Run 1, placed cells, one color a class:
Scale bar: 20 µm.
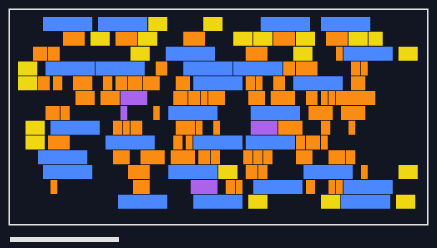
Run 1, met2 routing:
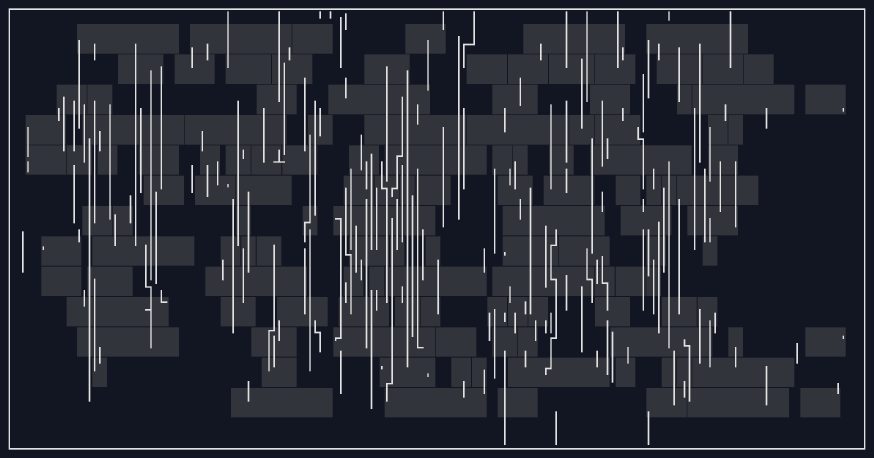
Run 1, clock wires, drivers and flops:
Scale bar: 20 µm.
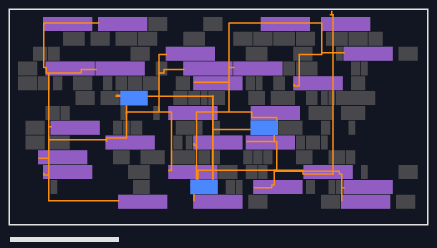
$ cat src/rtl/seq_mult_shift_add.sv
// Multi-cycle unsigned shift-and-add multiplier with a start/busy/done handshake.
// It runs one partial-product addition per clock, and the product is held until the next accepted start.
module seq_mult_shift_add #(
   parameter int unsigned N  = 4,
   parameter int unsigned CW = $clog2(N + 1)
) (
   input  logic             clk,
   input  logic             rst_n,
   input  logic             start,
   input  logic [N-1:0]     a,
   input  logic [N-1:0]     b,
   output logic             busy,
   output logic             done,
   output logic [2*N-1:0]   product
);

   localparam int unsigned AW = 2 * N + 1;
   localparam int unsigned PW = 2 * N;

   typedef enum logic [1:0] {
      IDLE = 2'd0,
      RUN  = 2'd1,
      DONE = 2'd2
   } state_e;

   state_e         state_q, state_d;
   logic [N-1:0]   mcand_q, mcand_d;
   logic [AW-1:0]  acc_q, acc_d;
   logic [CW-1:0]  count_q, count_d;
   logic [PW-1:0]  product_q, product_d;
   logic           busy_q, busy_d;
   logic           done_q, done_d;
   logic [N-1:0]   addend_c;
   logic [N:0]     sum_c;

   // State and datapath registers
   always_ff @(posedge clk or negedge rst_n) begin
      if (!rst_n) begin
         state_q   <= IDLE;
         mcand_q   <= '0;
         acc_q     <= '0;
         count_q   <= '0;
         product_q <= '0;
         busy_q    <= 1'b0;
         done_q    <= 1'b0;
      end else begin
         state_q   <= state_d;
         mcand_q   <= mcand_d;
         acc_q     <= acc_d;
         count_q   <= count_d;
         product_q <= product_d;
         busy_q    <= busy_d;
         done_q    <= done_d;
      end
   end

   // Next-state, iteration datapath and registered-output decode
   always_comb begin
      state_d   = state_q;
      mcand_d   = mcand_q;
      acc_d     = acc_q;
      count_d   = count_q;
      product_d = product_q;
      addend_c  = '0;
      sum_c     = '0;

      unique case (state_q)
         IDLE, DONE: begin
            if (start) begin
               mcand_d = a;
               acc_d   = {{(N + 1){1'b0}}, b};
               count_d = '0;
               state_d = RUN;
            end else begin
               state_d = IDLE;
            end
         end
         RUN: begin
            // acc_q[2N] is always 0 here, so the top slice is the upper half zero-extended.
            addend_c = acc_q[0] ? mcand_q : '0;
            sum_c    = acc_q[2*N:N] + {1'b0, addend_c};
            acc_d    = {1'b0, sum_c, acc_q[N-1:1]};
            count_d  = count_q + CW'(1);
            if (count_q == CW'(N - 1)) begin
               state_d   = DONE;
               product_d = acc_d[PW-1:0];
            end
         end
         default: state_d = IDLE;
      endcase
   end

   always_comb begin
      busy_d = (state_d == RUN);
      done_d = (state_d == DONE);
   end

   assign busy    = busy_q;
   assign done    = done_q;
   assign product = product_q;

endmodule

$ cat config.mk
export PLATFORM = sky130hd
export DESIGN_NAME = seq_mult_shift_add
export DESIGN_NICKNAME = d
export VERILOG_FILES = /design/src/rtl/seq_mult_shift_add.sv
export SDC_FILE = /design/constraint.sdc
export NUM_CORES = 1
export LEC_CHECK = 0
export CORE_ASPECT_RATIO = 0.5
export CORE_UTILIZATION = 46
export DETAILED_ROUTE_END_ITERATION = 10
export PLACE_DENSITY = 0.7
export REMOVE_ABC_BUFFERS = 1
export SLEW_MARGIN = 20
export SYNTH_ARGS = -nofsm -noshare
export SYNTH_HDL_FRONTEND = slang
export SYNTH_SLANG_ARGS = --single-unit
$ cat constraint.sdc
create_clock -name clk -period 4.3 [get_ports clk]
set_clock_uncertainty 0.15 [all_clocks]
set_input_delay 0.86 -clock clk [delete_from_list [all_inputs] [get_ports clk]]
set_output_delay 0.86 -clock clk [all_outputs]
set_load 0.03 [all_outputs]
==> ci_impl_report.md, run 1 <==
## PnR job results

| Metric | Value |
|---|---|
| CP max stage delay | 0.64 ns |
| GRT overflow | 0 |
| Max_cap viols | 0 |
| Yosys top cell by instances | dfrtp_1 |
| Number of port buffers | 20 |
| Clock Latency Late Sink | 0.27 ns |
| Post-DR wirelength/cell | 13.1 µm |
| Clk root buf | clkbuf_8 |
| Area growth syn-to-layout | 20.8% |
| M2 GR Usage | 0.268 |
| Post-synthesis cell area | 1280 µm² |
| P per Cell Area | 735 nW/µm² |
| DR DRC count | 0 |
| Initial antenna violation count | 0 |
| Layout Utilization | 0.591 |
| Most frequent cells in the layout | dfrtp_1 (27), clkdlybuf4s50_1 (20), nand2_1 (9) |
| Total wire length | 2220 µm |
| First-pass GRT wire length | 3680 µm |
| Final Slew Violations | 0 |
| Starting DRC count in detailed routing | 19 |
| Wl on met1 | 1160 µm |
| Netlist cell types | 28 |
| Vias in the first global route | 754 |
| Final setup violation count | 0 |
| Top cells by count | dfrtp_1 (27), nand2_1 (9), mux2_1 (8), o21ai_0 (8), ha_1 (6) |
| Syn_area_per_cell | 11.4 µm² |
| Initial Util | 0.489 |
| Total power | 0.00114 W |
| Cell Chain, Critical Path | clkdlybuf4s50_1, nor2b_1, nor2_1, a221o_1 |
| Placed instance area | 1500 µm² |
| Startpoint Class | input port |
| CTS resizes | 0 |
| Cycle use final | 0.579 |
| Hold WS | 0.340 ns |
| RSZ-0062 raised after global routing | no |
| Top_reg_cell synth | dfrtp_1 |
| Gr busiest metal | met2 |
| Worst Hold Class | reg -> reg |
| Slowest cell on crit path | clkdlybuf4s50_1 |
| Run status | completed |
| Via/cell ratio | 5.04 |
| CTS clk-pin slew, worst paths | 0.09 ns |
| Fillers | 226 |
| Placed Cells | 165 |
| Peak supply drop | 0.000329 V |
| I/O Pins | 21 |
| GR Util met3 | 0.0558 |
| HPWL Detailed | 1570 µm |
| Post-Layout Cell Count | 169 |
| Static Leak | 0.706 nW |
| Area leader, netlist | dfrtp_1 |
| Fraction of registers with async set/reset | 1.00 |
| Sequential fraction of the synthesis area | 0.528 |
| Slew at the pin closest to its max-slew limit | 0.570 ns |
| Tot GR Track Use | 0.174 |
| Yosys stat area | 1280 µm² |
| Final min period | 2.49 ns |
| YS warnings | 0 |
| Most used logic cell in the final layout | dfrtp_1 |
| Final hold violation count | 0 |
| Tool Warnings | 25 |
| Clock Sinks | 27 |
| Post-synthesis register bit count | 27 |
| Die Y | 39.3 µm |
| Met2 wire length | 944 µm |
| Clock Tree Buf Depth | 2 |
| Largest net degree at the start of global routing | 28 |
| CP Max Fanout | 10 |
| DR top layer | met4 |
| Antenna diodes | 0 |
| Pre-CTS setup slack | 1.53 ns |
| Core Area | 2620 µm² |
| WL met3 | 64 µm |
| Arrival time worst endpoint | 2.50 ns |
| Die width | 76.6 µm |
| Final #Nets | 151 |
| Final antenna-violating net count | 0 |
| Final worst setup slack | 1.81 ns |
| Site row count | 13 |
| Number of cells in Yosys stat | 112 |
| Max frequency | 402 MHz |
| # Post-CTS Setup Buffers | 0 |
| Slew headroom | 0.619 |
| Syn Inst Count | 112 |
| Crit path buffers/inverters | 1 |
| Hold buffer count at cts | 0 |
| Crit-path leading delay family | simple AND/OR/NAND/NOR gates |
| CTS tree | built |
| Top cells, area | dfrtp_1 (53%), mux2_1 (7.0%), ha_1 (5.9%) |
| M1 GR Usage | 0.227 |
| Area leader share | 0.528 |
| H-Tree Depth | 1 |
| Crit end category | flip-flop |
| Number of enable flip-flop cells | 0 |
| Vias | 852 |
| Routability cong. | 0.721 |
| Total negative slack | 0 ns |
| TritonCTS Buffers | 3 |
| Die area | 3010 µm² |
| Fraction of layout cells with a size suffix above 1 | 0.0682 |
| Drt first pass iters | 3 |
| Critical path class | in -> reg |
| CP required | 4.31 ns |
| Final instance area | 1550 µm² |
About 'placed cells, one color a class':
color	class	cells	share of their area
purple	clock drivers and dummy loads	4	3.0%
yellow	other buffers and delay cells	21	14%
blue	flops	27	45%
orange	combinational and other logic	80	38%

About 'met2 routing':
nets with wire on the layer	128
wire length on this layer	945 µm
share of all routed wire	43%
longest straight run	26.5 µm
main direction	vertical

About 'clock wires, drivers and flops':
[blue] clock drivers | count: 3
[orange] clock wires | length: 373 µm
[purple] flip-flops | count: 27
flops lie	all over the die

==> run 1: path summary, 6_finish.rpt <==
check / from / slack, ns / depth (start not counted) / endpoint
worst max-delay path: start / 1.81 / 4 / acc_q[0]$_DFFE_PN0P_
worst min-delay path: product[7]$_DFFE_PN0P_ / 0.34 / 2 / product[7]$_DFFE_PN0P_
worst max register to register: acc_q[0]$_DFFE_PN0P_ / 2.46 / 6 / acc_q[4]$_DFFE_PN0P_
worst min register to register: product[7]$_DFFE_PN0P_ / 0.34 / 2 / product[7]$_DFFE_PN0P_
max in group asynchronous: rst_n / 2.95 / 2 / busy$_DFF_PN0_
min in group asynchronous: rst_n / 0.80 / 2 / mcand_q[1]$_DFFE_PN0P_
==> run 1: cell type report <==
cell class | instances | area [µm²] | area share
Inverter | 7 | 26.3 | 0.0170
Clock buffer | 4 | 45.0 | 0.0291
Tap cell | 37 | 46.3 | 0.0299
Multi-Input combinational cell | 73 | 546 | 0.353
Timing Repair Buffer | 21 | 208 | 0.134
Sequential cell | 27 | 676 | 0.437
==> run 1: worst register-to-register path: stages, from the launching register on <==
cell     delay [ns]
dfrtp_1        0.43
and2_1         0.15
ha_1           0.16
inv_1          0.06
fa_1           0.52
o21ai_0        0.08
a22o_1         0.19
==> run 1: power breakdown <==
part | internal (W) | switching (W)
logic | 0.000252 | 0.000275
clock network | 0.0000665 | 0.0000790
registers | 0.000370 | 0.0000939
total | 0.000689 | 0.000447
==> run 1: cell families after synthesis <==
group	count (synthesis)	synth area share
AND/OR/NAND/NOR	24	0.0997
multiplexers	12	0.103
adder cells (fa/ha/maj)	7	0.0743
buffers and inverters	12	0.0459
AND-OR/OR-AND	27	0.129
flip-flops	27	0.528
XOR/XNOR	3	0.0205
--- run 2 (diff from run 1) ---
==> constraint.sdc (replaced) <==
create_clock -name clk -period 2.59 [get_ports clk]
set_clock_uncertainty 0.15 [all_clocks]
set_input_delay 0.518 -clock clk [delete_from_list [all_inputs] [get_ports clk]]
set_output_delay 0.518 -clock clk [all_outputs]
set_load 0.03 [all_outputs]
==> ci_impl_report.md, run 2 <==
## PnR job results

| Metric | Value |
|---|---|
| Worst reg2reg endpoint | acc_q[4]$_DFFE_PN0P_ (unchanged) |
| Routability cong. | 0.695 (was 0.721) |
| First-pass GRT wire length | 3750 µm (was 3680 µm) |
| Number of cells in Yosys stat | 112 (unchanged) |
| Total power | 0.00189 W (was 0.00114 W) |
| Crit end category | output port (was flip-flop) |
| Area leader, netlist | dfrtp_1 (unchanged) |
| Final #Nets | 152 (was 151) |
| Switching power total | 0.000747 W (was 0.000447 W) |
| Post-synthesis cell area | 1280 µm² (unchanged) |
| Hold WS | 0.342 ns (was 0.340 ns) |
| R2r setup slk | 0.76 ns (was 2.46 ns) |
| Yosys stat area | 1280 µm² (unchanged) |
| Startpoint Class | flip-flop (was input port) |
| Post-DR wirelength/cell | 13.3 µm (was 13.1 µm) |
| H-Tree Depth | 1 (unchanged) |
| Die area | 3010 µm² (unchanged) |
| Clock Tree Buf Depth | 2 (unchanged) |
| CP required | 1.92 ns (was 4.31 ns) |
| Hold buffer count at cts | 0 (unchanged) |
| Most frequent cells in the layout | dfrtp_1 (27), clkdlybuf4s50_1 (20), nand2_1 (9) (unchanged) |
| Via/cell ratio | 5.00 (was 5.04) |
| Worst Hold Class | reg -> reg (unchanged) |
| Clock Latency Late Sink | 0.27 ns (about the same) |
| Worst Hold Launch | product[7]$_DFFE_PN0P_ (unchanged) |
| Post-Layout Cell Count | 170 (was 169) |
| I/O Pins | 21 (unchanged) |
| Crit path buffers/inverters | 1 (unchanged) |
| Run status | completed (unchanged) |
| Final hold violation count | 0 (unchanged) |
| Sequential fraction of the synthesis area | 0.528 (unchanged) |
| Site row count | 13 (unchanged) |
| Die width | 76.6 µm (unchanged) |
| Max frequency | 508 MHz |
| Largest net degree at the start of global routing | 28 (unchanged) |
| Final setup violation count | 0 (unchanged) |
| Hold EP | product[7]$_DFFE_PN0P_ (unchanged) |
| Starting DRC count in detailed routing | 30 (was 19) |
| Cycle use final | 0.760 |
| Clock group share of total power | 0.127 (was 0.128) |
| HPWL Detailed | 1600 µm (was 1570 µm) |
| Clock Sinks | 27 (unchanged) |
| Netlist cell types | 28 (unchanged) |
| YS warnings | 0 (unchanged) |
| Vias | 850 (was 852) |
| CTS clk-pin slew, worst paths | 0.09 ns (about the same) |
| CP Max Fanout | 2 (was 10) |
| CTS resizes | 0 (unchanged) |
| Comb power frac | 0.466 (was 0.463) |
| Area leader share | 0.528 (unchanged) |
| Placed Cells | 166 (was 165) |
| Vias in the first global route | 783 (was 754) |
| Layout Utilization | 0.593 (was 0.591) |
| Syn_area_per_cell | 11.4 µm² (unchanged) |
| Sequential Power Share | 0.407 (was 0.408) |
| Max_cap viols | 0 (unchanged) |
| Area growth syn-to-layout | 21.4% (was 20.8%) |
| Top_reg_cell synth | dfrtp_1 (unchanged) |
| Top cells, area | dfrtp_1 (53%), mux2_1 (7.0%), ha_1 (5.9%) (unchanged) |
| CP max stage delay | 0.67 ns (was 0.64 ns) |
| Static Leak | 0.710 nW (was 0.706 nW) |
| Arrival time worst endpoint | 1.30 ns (was 2.50 ns) |
| Number of enable flip-flop cells | 0 (unchanged) |
| Drt first pass iters | 4 (was 3) |
| Worst Reg-to-Reg Cells | 6 (unchanged) |
| Hold path depth | 2 (unchanged) |
| DR DRC count | 0 (unchanged) |
| Number of port buffers | 20 (unchanged) |
| # Post-CTS Setup Buffers | 0 (unchanged) |
| Fraction of layout cells with a size suffix above 1 | 0.0752 (was 0.0682) |
| Peak supply drop | 0.000600 V (was 0.000329 V) |
| Die Y | 39.3 µm (unchanged) |
| Critical path class | reg -> out (was in -> reg) |
| Initial Util | 0.489 (unchanged) |
| RSZ-0062 raised after global routing | no (unchanged) |
==> run 2: cell counts after synthesis <==
No cell type changed its count.
==> run 2: metal layers <==
metal | GRT usage | up-vias | routed length [µm]
met2 | 0.284 | 14 | 997
met5 | 0 | - | 0
li1 | - | 428 | -
met4 | 0.0288 | 0 | 8
met1 | 0.232 | 405 | 1160
met3 | 0.0488 | 3 | 85
==> run 2: worst max-delay path by stage <==
| stage | cells past startpoint | slack, ns | end | from |
|---|---|---|---|---|
| global placement | 4 | 0.39 | acc_q[0]$_DFFE_PN0P_ | start |
| CTS | 1 | 0.61 | product[2] | product[2]$_DFFE_PN0P_ |
| finish | 1 | 0.62 | product[2] | product[2]$_DFFE_PN0P_ |
| detailed placement | 4 | 0.34 | acc_q[0]$_DFFE_PN0P_ | start |
| global route | 4 | 0.53 | acc_q[0]$_DFFE_PN0P_ | start |
| floorplan | 6 | 0.93 | acc_q[4]$_DFFE_PN0P_ | acc_q[0]$_DFFE_PN0P_ |
==> run 2: cell families after synthesis <==
kind of cell,share of synthesized area
AOI/OAI and AO/OA,0.129
DFF,0.528
xor gates and xnor gates,0.0205
muxes,0.103
and+or+nand+nor,0.0997
buffers and inverters,0.0459
adders and majority gates,0.0743
==> run 2: final cells by class <==
class                           count  area (µm²)
Fill cell                         230        1060
Sequential cell                    27         676
Multi-Input combinational cell     73         546
Timing Repair Buffer               22         215
Tap cell                           37        46.3
Clock buffer                        4        45.0
Inverter                            7        26.3
==> run 2: power groups by stage <==
stage	clock [W]	combinational, W	sequential [W]
after floorplan	0	0.000475	0.000877
after global placement	0	0.000866	0.000775
after detailed placement	0	0.000889	0.000779
after CTS	0.000250	0.000894	0.000769
after global routing	0.000264	0.000987	0.000803
final	0.000239	0.000881	0.000770
Run 2, met2 routing:
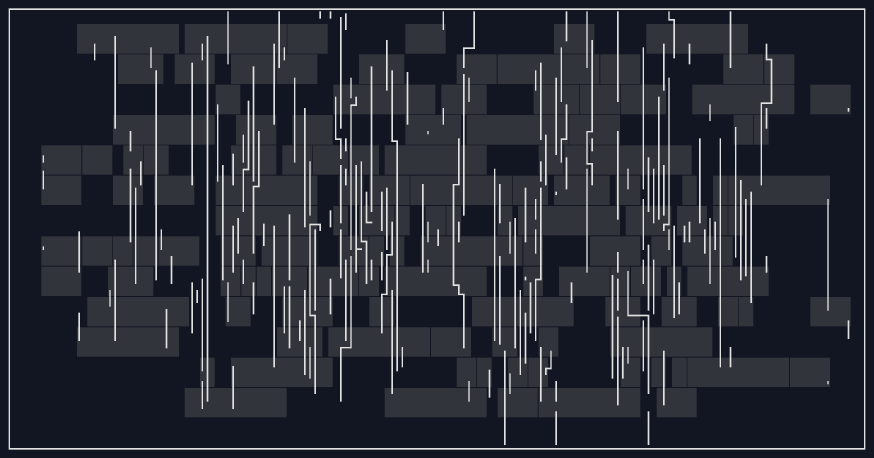
nets with wire on the layer	123
share of all routed wire	44%
longest straight run	32.6 µm
wire length on this layer	997 µm

--- run 3 (diff from run 2) ---
==> constraint.sdc (replaced) <==
create_clock -name clk -period 2 [get_ports clk]
set_clock_uncertainty 0.15 [all_clocks]
set_input_delay 0.4 -clock clk [delete_from_list [all_inputs] [get_ports clk]]
set_output_delay 0.4 -clock clk [all_outputs]
set_load 0.03 [all_outputs]
==> ci_impl_report.md, run 3 <==
## PnR job results

| Metric | Value |
|---|---|
| Syn_area_per_cell | 11.4 µm² (unchanged) |
| RSZ-0062 raised after global routing | no (unchanged) |
| P per Cell Area | 1560 nW/µm² (was 1220 nW/µm²) |
| Slowest cell on crit path | clkdlybuf4s50_1 (unchanged) |
| Total wire length | 2200 µm (was 2250 µm) |
| Static Leak | 0.727 nW (was 0.710 nW) |
| Starting DRC count in detailed routing | 39 (was 30) |
| Slew at the pin closest to its max-slew limit | 0.420 ns (was 0.567 ns) |
| Cycle use final | 0.927 |
| HPWL Detailed | 1640 µm (was 1600 µm) |
| CTS clk-pin slew, worst paths | 0.09 ns (about the same) |
| Clk root buf | clkbuf_8 (unchanged) |
| Area leader share | 0.528 (unchanged) |
| Initial antenna violation count | 0 (unchanged) |
| GRT overflow | 0 (unchanged) |
| Max_cap viols | 0 (unchanged) |
| I/O Pins | 21 (unchanged) |
| Number of port buffers | 20 (unchanged) |
| Site row count | 13 (unchanged) |
| Total power | 0.00247 W (was 0.00189 W) |
| Top cells, area | dfrtp_1 (53%), mux2_1 (7.0%), ha_1 (5.9%) (unchanged) |
| Hold WS | 0.340 ns (was 0.342 ns) |
| Vias | 858 (was 850) |
| Worst Hold Class | in -> async (was reg -> reg) |
| Die area | 3010 µm² (unchanged) |
| Run status | completed (unchanged) |
| Syn Inst Count | 112 (unchanged) |
| Final #Nets | 155 (was 152) |
| Clock Latency Late Sink | 0.27 ns (about the same) |
| Crit-path leading delay family | buffers and inverters (unchanged) |
| Crit path buffers/inverters | 1 (unchanged) |
| Hold buffer count at cts | 0 (unchanged) |
| Slew headroom | 0.720 (was 0.621) |
| Placed Cells | 169 (was 166) |
| M1 GR Usage | 0.233 (was 0.232) |
| Post-synthesis register bit count | 27 (unchanged) |
| Total negative slack | 0 ns (unchanged) |
| Max frequency | 539 MHz |
| Final setup violation count | 0 (unchanged) |
| Met2 wire length | 963 µm (was 997 µm) |
| Post-synthesis cell area | 1280 µm² (unchanged) |
| GR Util met3 | 0.0419 (was 0.0488) |
| CTS resizes | 0 (unchanged) |
| Crit end category | output port (unchanged) |
| Worst reg2reg endpoint | acc_q[4]$_DFFE_PN0P_ (unchanged) |
| First-pass GRT wire length | 3600 µm (was 3750 µm) |
| Clock Tree Buf Depth | 2 (unchanged) |
| FF-to-FF Start | acc_q[0]$_DFFE_PN0P_ (unchanged) |
| Startpoint Class | flip-flop (unchanged) |
| H-Tree Depth | 1 (unchanged) |
| Post-Layout Cell Count | 173 (was 170) |
| Area growth syn-to-layout | 23.3% (was 21.4%) |
| M2 GR Usage | 0.252 (was 0.284) |
| Final Slew Violations | 0 (unchanged) |
| Final worst setup slack | 0.146 ns (was 0.623 ns) |
| CTS tree | built (unchanged) |
| Fillers | 223 (was 230) |
| Die width | 76.6 µm (unchanged) |
| # Post-CTS Setup Buffers | 0 (unchanged) |
| Most frequent cells in the layout | dfrtp_1 (27), clkdlybuf4s50_1 (20), nand2_1 (9) (unchanged) |
| Cell Chain, Critical Path | clkdlybuf4s50_1 (unchanged) |
| Final min period | 1.85 ns |
| Core Area | 2620 µm² (unchanged) |
| Arrival time worst endpoint | 1.30 ns (about the same) |
| Critical path class | reg -> out (unchanged) |
| Die Y | 39.3 µm (unchanged) |
| Yosys stat area | 1280 µm² (unchanged) |
| TritonCTS Buffers | 3 (unchanged) |
| R2r setup slk | 0.17 ns (was 0.76 ns) |
| Via/cell ratio | 4.96 (was 5.00) |
| YS warnings | 0 (unchanged) |
| Post-DR wirelength/cell | 12.7 µm (was 13.3 µm) |
| Routability cong. | 0.706 (was 0.695) |
| DR DRC count | 0 (unchanged) |
| Area leader, netlist | dfrtp_1 (unchanged) |
| Yosys top cell by instances | dfrtp_1 (unchanged) |
| Fraction of registers with async set/reset | 1.00 (unchanged) |
| Peak supply drop | 0.000663 V (was 0.000600 V) |
| Pre-CTS setup slack | 0.177 ns (was 0.344 ns) |
| CP required | 1.45 ns (was 1.92 ns) |
| Antenna diodes | 0 (unchanged) |
| Final antenna-violating net count | 0 (unchanged) |
| Number of enable flip-flop cells | 0 (unchanged) |
| Tot GR Track Use | 0.163 (was 0.172) |
| Fraction of layout cells with a size suffix above 1 | 0.103 (was 0.0752) |
| Gr busiest metal | met2 (unchanged) |
| Final hold violation count | 0 (unchanged) |
| CP max stage delay | 0.67 ns (about the same) |
| Clock Sinks | 27 (unchanged) |
| Top cells by count | dfrtp_1 (27), nand2_1 (9), mux2_1 (8), o21ai_0 (8), ha_1 (6) (unchanged) |
| Vias in the first global route | 750 (was 783) |
| WL met3 | 53 µm (was 85 µm) |
| Top_reg_cell synth | dfrtp_1 (unchanged) |
| Largest net degree at the start of global routing | 28 (unchanged) |
| DR top layer | met4 (unchanged) |
| Drt first pass iters | 3 (was 4) |
| Tool Warnings | 25 (unchanged) |
| Sequential fraction of the synthesis area | 0.528 (unchanged) |
| Initial Util | 0.489 (unchanged) |
| CP Max Fanout | 2 (unchanged) |
| Most used logic cell in the final layout | dfrtp_1 (unchanged) |
| Netlist cell types | 28 (unchanged) |
| Wl on met1 | 1180 µm (was 1160 µm) |
| Number of cells in Yosys stat | 112 (unchanged) |
| Worst Reg-to-Reg Cells | 6 (unchanged) |
## run 3: power breakdown
part	leakage (nW)	internal [W]	total [W]	switching, W
Sequential	0.332	0.000797	0.000973	0.000177
Combinational	0.370	0.000564	0.00118	0.000616
Clock	0.0255	0.000140	0.000312	0.000173
Total	0.727	0.00150	0.00247	0.000965
## run 3: cell families after synthesis
logic type,after synthesis,synth area share
AND-OR/OR-AND,27,0.129
XOR/XNOR,3,0.0205
adder cells (fa/ha/maj),7,0.0743
buffers and inverters,12,0.0459
flip-flops,27,0.528
multiplexers,12,0.103
AND/OR/NAND/NOR,24,0.0997
## run 3: worst max-delay path by stage
stage                            from                    to  cells after the start
2_1_floorplan    acc_q[0]$_DFFE_PN0P_  acc_q[4]$_DFFE_PN0P_                      6
6_report       product[2]$_DFFE_PN0P_            product[2]                      1
4_1_cts        product[2]$_DFFE_PN0P_            product[2]                      1
5_1_grt          acc_q[0]$_DFFE_PN0P_  acc_q[7]$_DFFE_PN0P_                      8
3_5_place_dp     acc_q[0]$_DFFE_PN0P_  acc_q[4]$_DFFE_PN0P_                      6
3_3_place_gp                    start  acc_q[0]$_DFFE_PN0P_                      5
## run 3: final cells by class
type                            instances  area [µm²]  share of cell area
Clock buffer                            3        41.3              0.0262
Sequential cell                        27         676               0.428
Inverter                                7        26.3              0.0167
Clock inverter                          1        5.00             0.00317
Timing Repair Buffer                   25         238               0.151
Multi-Input combinational cell         73         546               0.346
Tap cell                               37        46.3              0.0293
## run 3: stage by stage
| stage | instance area, µm² | util |
|---|---|---|
| global route | 1580 | 0.602 |
| global placement | 1530 | 0.585 |
| detailed placement | 1530 | 0.585 |
| finish | 1580 | 0.602 |
| floorplan | 1250 | - |
| CTS | 1580 | 0.602 |
Run 3, gate families picked out:
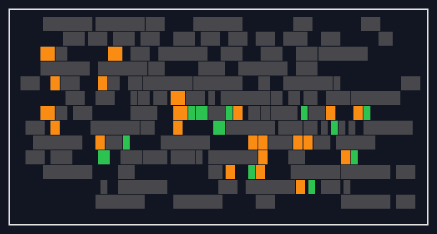
color	family	cells	most used
green	NAND gates	12	nand2_1
orange	inverting AOI/OAI gates	22	o21ai_0

Power and IR drop assume default switching activity.
